### src/rtl/dds_sweep_ctl.sv
`default_nettype none
// ============================================================================
//  Module      : dds_sweep_ctl
//  Description : Frequency-sweep sequencer that steps the DDS frequency word
//                from a start to a stop value with a programmable dwell.
//  Revision    : 1.0 - initial release
// ============================================================================
module dds_sweep_ctl #(
    parameter int FW  = 12,
    parameter int DWW = 16
) (
    input  logic           clk,
    input  logic           rst,
    input  logic           cfg_valid,
    output logic           cfg_ready,
    input  logic [FW-1:0]  cfg_start,
    input  logic [FW-1:0]  cfg_stop,
    input  logic [FW-1:0]  cfg_step,
    input  logic [DWW-1:0] cfg_dwell,
    input  logic [1:0]     cfg_mode,
    output logic           cfg_err,
    input  logic           start,
    input  logic           abort,
    output logic [FW-1:0]  freq_ctl,
    output logic           busy,
    output logic           step_tick,
    output logic           done
);

    localparam logic [1:0] c_ST_IDLE  = 2'd0;
    localparam logic [1:0] c_ST_DWELL = 2'd1;
    localparam logic [1:0] c_ST_ADV   = 2'd2;
    localparam logic [1:0] c_ST_FIN   = 2'd3;

    localparam logic [1:0] c_MODE_SINGLE = 2'd0;
    localparam logic [1:0] c_MODE_REPEAT = 2'd1;
    localparam logic [1:0] c_MODE_TRI    = 2'd2;
    localparam logic [1:0] c_MODE_RSVD   = 2'd3;

    localparam logic [FW-1:0] c_STEP_ONE = FW'(1);

    logic [1:0]     r_state;
    logic [FW-1:0]  r_freq;
    logic           r_dir_up;
    logic [DWW-1:0] r_cnt;
    logic           r_busy;
    logic           r_step_tick;
    logic           r_done;
    logic           r_cfg_err;

    logic [FW-1:0]  r_cfg_start;
    logic [FW-1:0]  r_cfg_stop;
    logic [FW-1:0]  r_cfg_step;
    logic [DWW-1:0] r_cfg_dwell;
    logic [1:0]     r_cfg_mode;

    logic [1:0]     w_state_nxt;
    logic [FW-1:0]  w_freq_nxt;
    logic           w_dir_nxt;
    logic [DWW-1:0] w_cnt_nxt;
    logic           w_busy_nxt;
    logic           w_tick_nxt;
    logic           w_done_nxt;

    logic           w_xfer;
    logic           w_cfg_bad;
    logic           w_cfg_take;
    logic [FW-1:0]  w_eff_start;
    logic [FW:0]    w_sum;
    logic [FW:0]    w_diff;
    logic [FW-1:0]  w_up_val;
    logic [FW-1:0]  w_dn_val;

    assign cfg_ready = (r_state == c_ST_IDLE);
    assign cfg_err   = r_cfg_err;
    assign freq_ctl  = r_freq;
    assign busy      = r_busy;
    assign step_tick = r_step_tick;
    assign done      = r_done;

    assign w_xfer      = cfg_valid && cfg_ready;
    assign w_cfg_bad   = (cfg_start > cfg_stop) || (cfg_mode == c_MODE_RSVD);
    assign w_cfg_take  = w_xfer && !w_cfg_bad;
    // A start arriving alongside an accepted config sweeps with the new values
    assign w_eff_start = w_cfg_take ? cfg_start : r_cfg_start;

    // One extra bit keeps the top-of-range sum and the below-zero difference exact
    assign w_sum    = {1'b0, r_freq} + {1'b0, r_cfg_step};
    assign w_diff   = {1'b0, r_freq} - {1'b0, r_cfg_step};
    assign w_up_val = (w_sum > {1'b0, r_cfg_stop}) ? r_cfg_stop : w_sum[FW-1:0];
    assign w_dn_val = (w_diff[FW] || (w_diff[FW-1:0] < r_cfg_start)) ? r_cfg_start
                                                                     : w_diff[FW-1:0];

    always_ff @(posedge clk) begin
        if (rst) begin
            r_cfg_start <= '0;
            r_cfg_stop  <= '0;
            r_cfg_step  <= c_STEP_ONE;
            r_cfg_dwell <= '0;
            r_cfg_mode  <= c_MODE_SINGLE;
            r_cfg_err   <= 1'b0;
        end else begin
            r_cfg_err <= w_xfer && w_cfg_bad;
            if (w_cfg_take) begin
                r_cfg_start <= cfg_start;
                r_cfg_stop  <= cfg_stop;
                r_cfg_step  <= (cfg_step == '0) ? c_STEP_ONE : cfg_step;
                r_cfg_dwell <= cfg_dwell;
                r_cfg_mode  <= cfg_mode;
            end
        end
    end

    always_comb begin
        w_state_nxt = r_state;
        w_freq_nxt  = r_freq;
        w_dir_nxt   = r_dir_up;
        w_cnt_nxt   = r_cnt;
        w_busy_nxt  = r_busy;
        w_tick_nxt  = 1'b0;
        w_done_nxt  = 1'b0;

        if (abort) begin
            w_state_nxt = c_ST_IDLE;
            w_busy_nxt  = 1'b0;
        end else begin
            case (r_state)
                c_ST_IDLE: begin
                    if (start) begin
                        w_freq_nxt  = w_eff_start;
                        w_busy_nxt  = 1'b1;
                        w_tick_nxt  = 1'b1;
                        w_cnt_nxt   = '0;
                        w_dir_nxt   = 1'b1;
                        w_state_nxt = c_ST_DWELL;
                    end
                end
                c_ST_DWELL: begin
                    w_cnt_nxt = r_cnt + DWW'(1);
                    if (r_cnt == r_cfg_dwell) begin
                        w_state_nxt = c_ST_ADV;
                    end
                end
                c_ST_ADV: begin
                    w_tick_nxt  = 1'b1;
                    w_cnt_nxt   = '0;
                    w_state_nxt = c_ST_DWELL;
                    if (r_dir_up) begin
                        if (r_freq < r_cfg_stop) begin
                            w_freq_nxt = w_up_val;
                        end else if (r_cfg_mode == c_MODE_REPEAT) begin
                            w_freq_nxt = r_cfg_start;
                        end else if (r_cfg_mode == c_MODE_TRI) begin
                            w_dir_nxt  = 1'b0;
                            w_freq_nxt = w_dn_val;
                        end else begin
                            w_tick_nxt  = 1'b0;
                            w_done_nxt  = 1'b1;
                            w_state_nxt = c_ST_FIN;
                        end
                    end else if (r_freq > r_cfg_start) begin
                        w_freq_nxt = w_dn_val;
                    end else begin
                        w_dir_nxt  = 1'b1;
                        w_freq_nxt = w_up_val;
                    end
                end
                default: begin
                    w_busy_nxt  = 1'b0;
                    w_state_nxt = c_ST_IDLE;
                end
            endcase
        end
    end

    always_ff @(posedge clk) begin
        if (rst) begin
            r_state     <= c_ST_IDLE;
            r_freq      <= '0;
            r_dir_up    <= 1'b1;
            r_cnt       <= '0;
            r_busy      <= 1'b0;
            r_step_tick <= 1'b0;
            r_done      <= 1'b0;
        end else begin
            r_state     <= w_state_nxt;
            r_freq      <= w_freq_nxt;
            r_dir_up    <= w_dir_nxt;
            r_cnt       <= w_cnt_nxt;
            r_busy      <= w_busy_nxt;
            r_step_tick <= w_tick_nxt;
            r_done      <= w_done_nxt;
        end
    end

endmodule
`default_nettype wire
### config.mk
export PLATFORM = sky130hd
export DESIGN_NAME = dds_sweep_ctl
export DESIGN_NICKNAME = d
export VERILOG_FILES = /design/src/rtl/dds_sweep_ctl.sv
export SDC_FILE = /design/constraint.sdc
export NUM_CORES = 1
export LEC_CHECK = 0
export CORE_ASPECT_RATIO = 0.9
export CORE_UTILIZATION = 40
export CTS_CLUSTER_SIZE = 8
export DETAILED_ROUTE_END_ITERATION = 8
export GPL_TIMING_DRIVEN = 0
export SYNTH_ARGS = -nofsm -noshare
export SYNTH_HDL_FRONTEND = slang
export SYNTH_SLANG_ARGS = --single-unit
### constraint.sdc
create_clock -name clk -period 4.47 [get_ports clk]
set_clock_uncertainty 0.15 [all_clocks]
set_input_delay 0.447 -clock clk [delete_from_list [all_inputs] [get_ports clk]]
set_output_delay 0.447 -clock clk [all_outputs]
set_load 0.01 [all_outputs]
==> out/results.ini, run 1 <==
[final_layout]
clock_cell_area_share_pct = 4.12
diodes = 0
logic_gate_count = 694
fin_util_pct = 49.6
register_area_um2 = 1790
nNetsFinal = 1134
lay_top_cells = nand2_1, a21oi_1, ha_1

[critical_path]
critPathSlowestCell = a2111oi_4
crit_chain = ha_1 -> buf_2 -> a2111oi_4 -> nand2b_1 -> o32ai_2 -> o21bai_1 -> a21oi_1 -> xnor2_1 -> ha_1 -> and3_1 -> a221oi_4 -> nor3_2 -> mux2_2 -> a221oi_2 -> o211ai_1
path_buffers = 1
max_stage_delay_ps = 410
reg2reg_slack_ps = 140
endpoint_kind = flip-flop
path_max_fanout = 7
required_ps = 4540

[sta]
fmaxAchievable_mhz = 231
worst_slew_pin_slew_ps = 841
period_minus_slack_ps = 4330
tns_ps = 0
hold_viol = 0

[pwr]
swShare_pct = 40.4
seq_power_share_pct = 27.5
switchingPower_mw = 1.35
p_clk_share_pct = 26.4

[synthesis]
area_leaders = dfxtp_1, ha_1, nand2_1, a21oi_1, inv_1
yosysTopAreaCell = dfxtp_1
yosysMostFrequentCell = nand2_1
common_cells = nand2_1, a21oi_1, dfxtp_1, ha_1, inv_1
synth_cells = 894
yosysWarnings = 0

[floorplanning]
fp_util_pct = 40.7
die_w_um = 140

[cts]
clock_path_buffers = 2
cts.sinks = 89
cts-root-buf = clkbuf_16
cts_tree = yes
cts-buffers-inserted = 9

[detailed_routing]
avgViaCountPerCell = 5.53
drc = 0
drt-initial-drc-count = 529

[outcome]
status = complete, no violations

[flow_run]
drv_cap = 0

[worst_hold_path]
min_from = r_cfg_stop[1]
hp-class = flip-flop to flip-flop
hold-path-endpoint = r_cfg_stop[1]

[global_routing]
overflow = 0

## run 1: stage by stage
stage               hold slack [ps]  power [mW]  instance area, µm²
finish                          305        3.33                8350
global route                    330        3.55                8350
CTS                             307        3.23                8240
detailed placement              298        2.34                7870
global placement                295        2.33                7870
floorplan                       286        1.91                6860
## run 1: power groups by stage
stage	registers (mW)	clock network (mW)	logic (mW)
after floorplan	0.903	0	1.01
after global placement	0.932	0	1.40
after detailed placement	0.932	0	1.40
after CTS	0.915	0.890	1.43
after global routing	0.922	0.923	1.70
final	0.916	0.880	1.54
## run 1: worst max-delay path by stage
stage / startpoint / to / slack [ps] / cells after the start
after detailed placement: freq_ctl[7] / freq_ctl[2] / -300 / 15
final: freq_ctl[7] / freq_ctl[2] / 140 / 15
after global placement: freq_ctl[7] / freq_ctl[2] / -310 / 15
after floorplan: freq_ctl[7] / freq_ctl[2] / 450 / 15
after CTS: freq_ctl[0] / freq_ctl[2] / 0.6 / 17
after global routing: r_cfg_step[1] / freq_ctl[8] / -8 / 15
## run 1: cell families (layout without fill, tap and decap cells)
family / Yosys count / in the layout / share of synthesized area, %
AND/OR/NAND/NOR: 310 / 310 / 20.4
AND-OR/OR-AND: 239 / 239 / 23.3
buffers and inverters: 111 / 206 / 6.49
adder cells (fa/ha/maj): 91 / 91 / 16.8
flip-flops: 89 / 89 / 26.0
XOR/XNOR: 48 / 48 / 6.13
multiplexers: 6 / 6 / 0.912
## run 1: metal layers
metal | global-route usage, % | part of all wire (%) | vias to the layer above
met3 | 3.23 | 5.8 | 27
met2 | 37.7 | 42 | 188
met4 | 7.24 | 1.8 | 0
met1 | 35.3 | 50 | 3090
li1 | - | - | 3334
met5 | 0 | 0 | -
## run 1: what timing repair did
item,CTS,global route
gates resized,7,19
pin swaps,0,4
endpoints found under the setup margin,8,12
setup buffers,0,4
### Metal layers overlaid, run 1

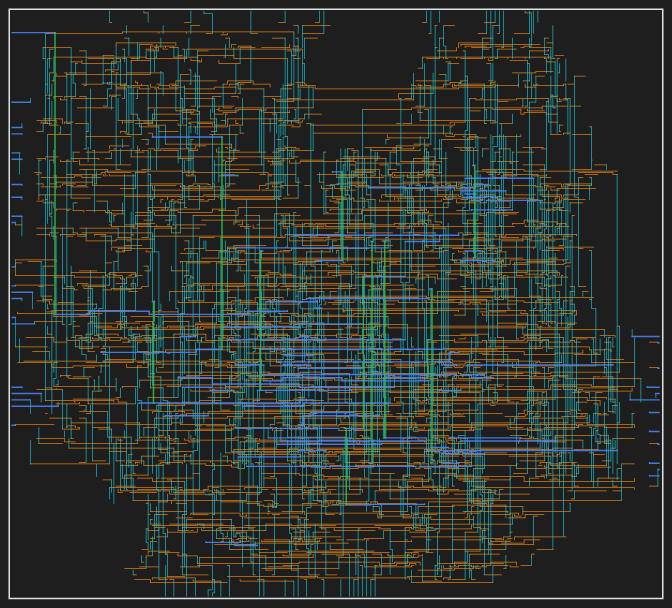
- orange: M1 (wire length 10500 µm)
- cyan: M2 (wire length 8920 µm)
- green: M4 (wire length 380 µm)
- blue: M3 (wire length 1220 µm)
final wirelength: 21000 µm
drt wl/cell: 17.5 µm
total track usage: 24.5%
vias: 6639

### Cell sizes after repair, run 1

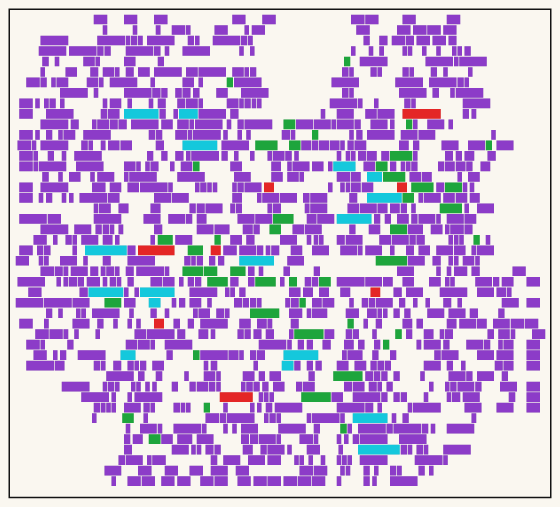
- red: x3 and x4 (cells 8)
- cyan: x6 and larger (cells 17)
- purple: x1 and smaller (cells 919)
- green: x2 (cells 45)
Non-Filler Cell Area, Final: 8350 µm²
final setup margin: 136 ps

### Placed standard cells, run 1

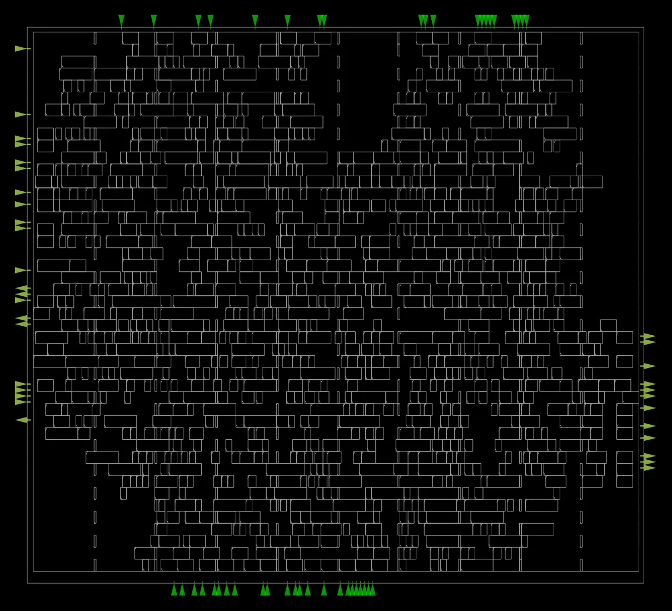
FILL cells: 1716
core box area: 16800 µm²
Row Count: 45
TAP cells: 211

### Placed cells, one colour a class, run 1

Fill, decap, tap and diode cells in grey.
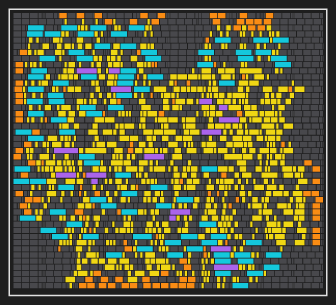

## Run 2: what changed since run 1
Settings changed: GPL_TIMING_DRIVEN 0 to default.
### Placed cells, one colour a class, run 2

Fill, decap, tap and diode cells in grey.
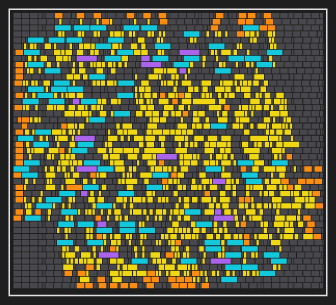
- cyan: registers (cells 89; share of their area 22%)
- yellow: remaining logic cells (cells 765; share of their area 62%)
- purple: clock drivers and dummy loads (cells 16; share of their area 3.7%)
- orange: remaining buffers and delay cells (cells 102; share of their area 12%)
Core Util, Final: 49.1%
flop share of the area: 21.6%

==> out/results.ini, run 2 <==
[outcome]
status = finished, violations left
violations = DRC

[pwr]
maxPowerGroup = combinational cells
total_leakage_power_nw = 3.45
finalPower_mw = 3.21  ; -3.6%
seq_power_share_pct = 27.9  ; +0.4 points
swShare_pct = 41.6  ; +1.2 points
p_int_mw = 1.88
combPwrFrac_pct = 48.4
switchingPower_mw = 1.34  ; -0.67%
p_clk_share_pct = 23.8  ; -2.6 points
ir_worst_vdd_v = 0.000251
powerComb_mw = 1.56  ; about the same
clk-power_mw = 0.763  ; -13%
pg_seq_mw = 0.895  ; -2.3%

[final_layout]
lay_top_cells = nand2_1, a21oi_1, dfxtp_1
layout-drive-gt1-share_pct = 6.89
nNetsFinal = 1117  ; -1.5%
diodes = 0  ; unchanged
largest_registers = r_cfg_dwell: 16 flops, r_cnt: 16 flops

[synthesis]
yosys_area_um2 = 6860
common_cells = nand2_1, a21oi_1, dfxtp_1, ha_1, inv_1
synth.distinct_cells = 71
synth_top_area_share_pct = 26.0
yosys_cells = 894
yosysMostFrequentCell = nand2_1
ys_seq_share_pct = 26.0
yosysTopAreaCell = dfxtp_1
yosysWarnings = 0  ; unchanged
syn_area_um2 = 6860
synthArstFlopShare_pct = 0
area_leaders = dfxtp_1, ha_1, nand2_1, a21oi_1, inv_1
edf_count = 0
synth_cells = 894  ; unchanged

[cts]
cts_tree = yes
cts.sinks = 89  ; unchanged
cts-buffers-inserted = 9  ; unchanged
cts-root-buf = clkbuf_16
path_clk_slew_ps = 70
htreeDepth = 3
clock_path_buffers = 2  ; unchanged
cts_hold_buf = 0

[critical_path]
critical_path_class = flip-flop to flip-flop
cp.arrival_ps = 4330
critPathSlowestCell = dfxtp_1
path_buffers = 1  ; unchanged
crit_chain = buf_4 -> ha_1 -> nor3_1 -> nor3_1 -> a22oi_1 -> and2_1 -> o2bb2ai_1 -> xor2_1 -> ha_1 -> and3_1 -> o21a_1 -> o21a_1 -> o211a_1 -> a2111oi_1 -> nor2_1
endpoint_kind = flip-flop
start_kind = flip-flop
path_max_fanout = 13  ; +6
max_stage_delay_ps = 420  ; about the same
required_ps = 4560  ; +20 ps

[sta]
setup_slack_ps = 225  ; +89.8 ps
relSlewSlack_pct = 41.5
fmaxAchievable_mhz = 236  ; +2.1%
hold_viol = 0  ; unchanged
period_minus_slack_ps = 4240  ; -89.8 ps
worst_slew_pin_slew_ps = 866  ; +24.9 ps

[global_routing]
grt_pass1_wl_um = 32900
antenna_found_initial = 0
grt_use_total_pct = 24.3  ; -0.16 points
grt_pass1_vias = 5980
overflow = 0  ; unchanged

[floorplanning]
die_y_um = 126
fp_util_pct = 40.7  ; unchanged
core_um2 = 16800  ; unchanged
die-area_um2 = 17700
rows = 45  ; unchanged
io_pins = 76
die_w_um = 140  ; unchanged

[detailed_routing]
dr.pass1.iters = 7
num_vias = 6569  ; -1.1%
drc = 2  ; +2
avgViaCountPerCell = 5.55  ; +0.37%
drt-initial-drc-count = 512  ; -3.2%
wl_per_cell_um = 17.6  ; +0.44%
wirelength_um = 20800  ; -0.98%

[worst_hold_path]
hp-class = flip-flop to flip-flop

[place]
pre_cts_ws_ps = 89.1
gp_congestion = 0.962

[flow_run]
drv_cap = 0  ; unchanged

run 2: cell counts after synthesis:
Identical to the previous run, type by type.
run 2: worst min-delay path, cell delays in order, from the launching register on:
cell	delay [ps]
dfxtp_1	310
nand2_1	50
a21oi_1	50
run 2: kinds of logic after synthesis:
family	count (synthesis)	synth area share, %
xor+xnor	48	6.13
compound gates	239	23.3
fa+ha+maj	91	16.8
flops	89	26.0
mux	6	0.912
buf+inv	111	6.49
simple gates	310	20.4
run 2: layout make-up:
cell class	instances	area, µm²
multi-input combinational	694	4690
inverter	71	267
clock buffer	9	225
tap	211	264
sequential	89	1780
clock inverter	7	73.8
fill	1676	8570
timing repair buffer	102	961
run 2: stage by stage:
| stage | std cells | area [µm²] | setup TNS (ps) | hold slack [ps] |
|---|---|---|---|---|
| finish | 1183 | 8260 | 0 | 309 |
| global route | 1183 | 8260 | -5.64 | 337 |
| global placement | 1166 | 7900 | 0 | 297 |
| CTS | 1182 | 8200 | 0 | 312 |
| detailed placement | 1166 | 7900 | 0 | 302 |
| floorplan | 894 | 6860 | 0 | 286 |
run 2: layer usage:
| layer | routed length, µm | global-route usage (%) |
|---|---|---|
| met5 | 0 | 0 |
| met4 | 499 | 6.66 |
| met3 | 1240 | 4.52 |
| met2 | 8770 | 36.8 |
| met1 | 10300 | 35.1 |
run 2: what timing repair did:
item	in CTS	in global routing
buffers inserted	0	1
setup endpoints to repair	0	12
gates resized	0	11
hold endpoints to repair	0	0
run 2: path summary, 6_finish.rpt:
kind	to	startpoint	cells after the start	slack, ps
worst max register to register	freq_ctl[0]	freq_ctl[4]	15	230
worst max-delay path	freq_ctl[0]	freq_ctl[4]	15	230
worst min-delay path	r_cfg_stop[11]	r_cfg_stop[11]	2	310
worst min register to register	r_cfg_stop[11]	r_cfg_stop[11]	2	310
No activity file was given, so power comes from the tool's default toggle rates.
